run_1/layers.png
The bar under the picture is 20 um long.
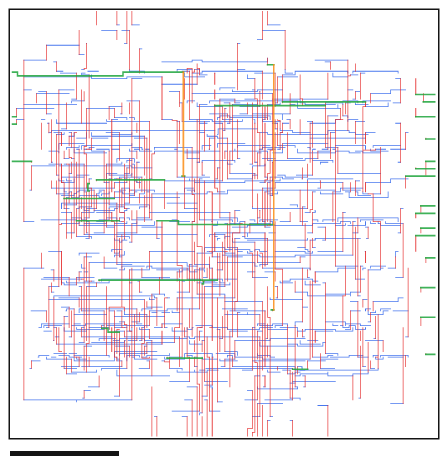
run_1/class_map.png
The bar under the picture is 20 um long. Fill, decap, tap and diode cells in grey.
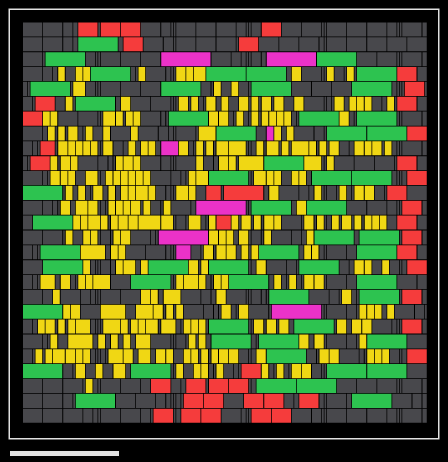
run_1/ff_map.png
The bar under the picture is 20 um long.
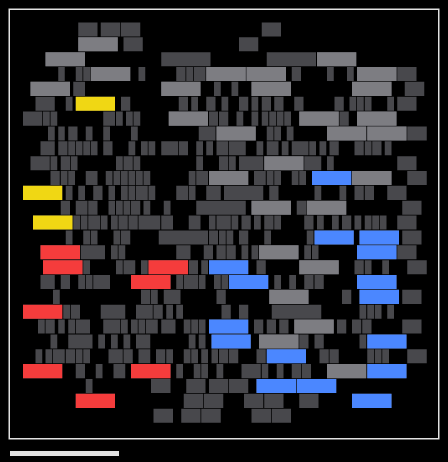
Design dibu_loader, sky130hd; sources not shown.
==> results.toml, run 1 <==
# yosys + openroad results
[synthesis]
synth-area-yosys_sq_um = 2490
synth_cell_types = 33
synth.most_common_cell = "nor2_1"
top_area_frac = 0.442
syn_area_sq_um = 2490
fp_nets = 368
topCombFamilyByArea = "simple AND/OR/NAND/NOR gates"
adder_share = 0.0151
xor_share = 0.0176
top_cells_by_count = "nor2_1 (75), nand2_1 (59), dfxtp_1 (55), o21ai_0 (37), inv_1 (35)"

[cells_and_area]
logic_gate_count = 248
final_nets = 406
layout_top_cell = "nor2_1"
final_cell_mix = "nor2_1 (75), nand2_1 (59), dfxtp_1 (55)"
clkCellAreaFrac = 0.0469

[clock_tree]
insertion_delay_ns = 0.29
cts_resized = 0
cts.path.max_buffers = 2
cts.clk_slew.worst_paths_ns = 0.07
cts.htree.levels = 2
root_buffer = "clkbuf_16"
cts_buffers = 5

[sta]
setup_ws_ns = 1.23
layout_min_cycle_time_ns = 2.07
setup_violations = 0
report.final.slew_viol_count = 0
relSlewSlack = 0.748
worstMarginPinSlew_ns = 0.373

[global_route]
grt_max_degree = 32
grt_pass1_wl_mm = 9.30
busiest_layer = "met2"
met1_usage = 0.249

[critical_path]
start_kind = "input port"
cpMostUsedCell = "nand2_1"
crit_cells = 8
r2r_cells = 7
critical_path.cell_chain = "clkdlybuf4s50_1 -> nand2_1 -> nor2_2 -> nand2_1 -> inv_1 -> buf_4 -> o21ai_0 -> a21oi_1"
cp_max_fo = 31

[power_and_ir_drop]
ir_drop_mv = 0.243
power_density_nw_per_um2 = 418
p_comb_frac = 0.082
swShare = 0.231

[routing]
firstDrtPassIters = 5
dr.max_layer_used = "met4"
drc = 0

[worst_hold_path]
hp-class = "reg2reg"
hold_depth = 2

[placement]
place_congestion = 0.885

[run_status]
outcome = "completed"

[floorplan]
fp-utilization = 0.458
-- layers.png (at the start) --
layer	colour	wire length
M4	orange	63.9 um
M2	red	2600 um
M3	green	205 um
M1	blue	2550 um
vias: 2290
total wire length: 5.42 mm
DR WL/cell: 11.7 um
overall global routing resource usage: 0.187

-- class_map.png (at the start) --
class	colour	cells	share of their area
clock drivers and dummy loads	magenta	8	4.8%
registers	green	55	37%
remaining logic cells	yellow	286	44%
remaining buffers and delay cells	red	43	14%
core area: 5440 sq um
final instance area: 3090 sq um
Post-Route Utilization: 0.568
row cnt: 27

-- ff_map.png (at the start) --
netlist name	colour	placed flops
count	red	8
code_in	blue	16
state	yellow	3
not coloured	28
Seq group: 0.000676 W
Seq. cell area: 1100 sq um
Seq/total area: 0.356

--- run 2 (diff from run 1) ---
--- a/config.mk
+++ b/config.mk
@@ -12,7 +12,7 @@
 export CTS_BUF_LIST = sky130_fd_sc_hd__clkbuf_16
 export CTS_CLUSTER_SIZE = 10
 export DETAILED_ROUTE_END_ITERATION = 12
-export PLACE_DENSITY = 0.74
+export PLACE_DENSITY = 0.77
 export SYNTH_ARGS = -nofsm -noshare
 export SYNTH_HDL_FRONTEND = slang
 export SYNTH_SLANG_ARGS = --single-unit
==> constraint.sdc (replaced) <==
create_clock -name clk -period 1.85 [get_ports clk]
set_clock_uncertainty 0.15 [all_clocks]
set_input_delay 0.2775 -clock clk [delete_from_list [all_inputs] [get_ports clk]]
set_output_delay 0.2775 -clock clk [all_outputs]
set_load 0.02 [all_outputs]
==> results.toml, run 2 <==
# yosys + openroad results
[run_status]
outcome = "completed"

[synthesis]
syn_area_sq_um = 2490
top_area_frac = 0.442
adder_share = 0.0151
synth-area-yosys_sq_um = 2490
top_cells_by_count = "nor2_1 (75), nand2_1 (59), dfxtp_1 (55), o21ai_0 (37), inv_1 (35)"
topCombFamilyByArea = "simple AND/OR/NAND/NOR gates"
fp_nets = 368

[critical_path]
r2r_cells = 8
start_kind = "input port"
cp_max_fo = 3
critical_path.cell_chain = "clkdlybuf4s50_1 -> nor2_1 -> nand2_1 -> nor2_1 -> buf_4 -> inv_1 -> nand2_2 -> nand2_1 -> nor2_1 -> nand3_1 -> nand2_1 -> nand2_1"

[clock_tree]
cts_resized = 0
insertion_delay_ns = 0.29
root_buffer = "clkbuf_16"
cts.htree.levels = 2
cts.clk_slew.worst_paths_ns = 0.07
cts_buffers = 5
cts.path.max_buffers = 2

[cells_and_area]
final_nets = 425
clkCellAreaFrac = 0.0447
final_cell_mix = "nor2_1 (75), nand2_1 (59), dfxtp_1 (55)"
logic_gate_count = 248

[floorplan]
rows = 27
fp-utilization = 0.458
core_sq_um = 5440

[power_and_ir_drop]
cellLeakagePower_nw = 1.42
pg_seq_w = 0.00121
p_comb_frac = 0.090
swShare = 0.232
power_density_nw_per_um2 = 719

[sta]
setup_ws_ns = 0.148
relSlewSlack = 0.801
layout_min_cycle_time_ns = 1.70
worstMarginPinSlew_ns = 0.294
report.final.slew_viol_count = 0

[global_route]
grt_max_degree = 38
grt_pass1_wl_mm = 9.32
met1_usage = 0.237
busiest_layer = "met2"

[worst_hold_path]
hold_depth = 2
hp-class = "reg2reg"

[placement]
place_congestion = 0.949

[routing]
dr.max_layer_used = "met4"
firstDrtPassIters = 4
drc = 0
run_2/layers.png
The bar under the picture is 20 um long.
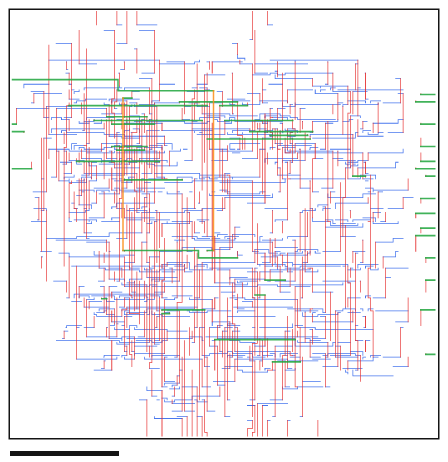
layer	colour	wire length
M3	green	309 um
M1	blue	2410 um
M2	red	2650 um
M4	orange	57.1 um
overall global routing resource usage: 0.188
total wire length: 5.43 mm
vias: 2364
DR WL/cell: 11.2 um

run_2/gates.png
The bar under the picture is 20 um long.
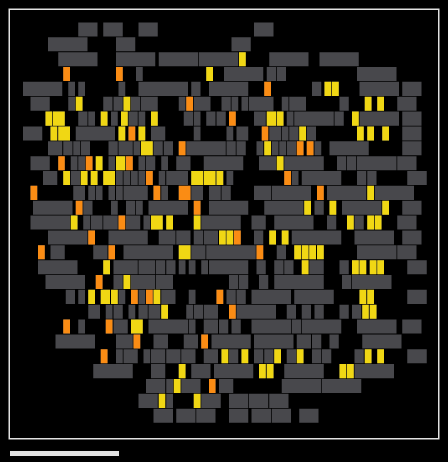
family	colour	cells
nor cells	yellow	87
inv cells	orange	38
Comb/total area: 0.363
dominant logic cell type in the layout: nor2_1
Post-Layout Cell Count: 483

run_2/class_map.png
The bar under the picture is 20 um long. Fill, decap, tap and diode cells in grey.
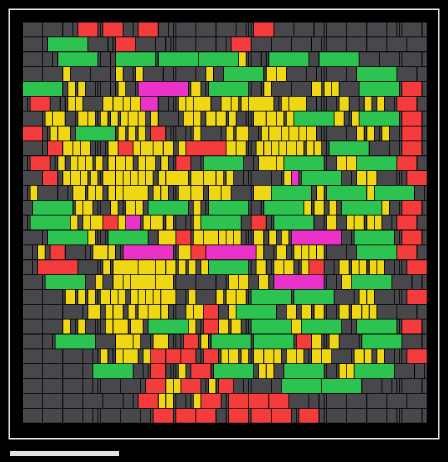
class	colour	cells	share of their area
clock drivers and dummy loads	magenta	8	4.6%
remaining logic cells	yellow	286	42%
remaining buffers and delay cells	red	62	19%
registers	green	55	35%
Post-Route Utilization: 0.597
final instance area: 3250 sq um
Seq/total area: 0.339

Power and IR drop assume default switching activity.
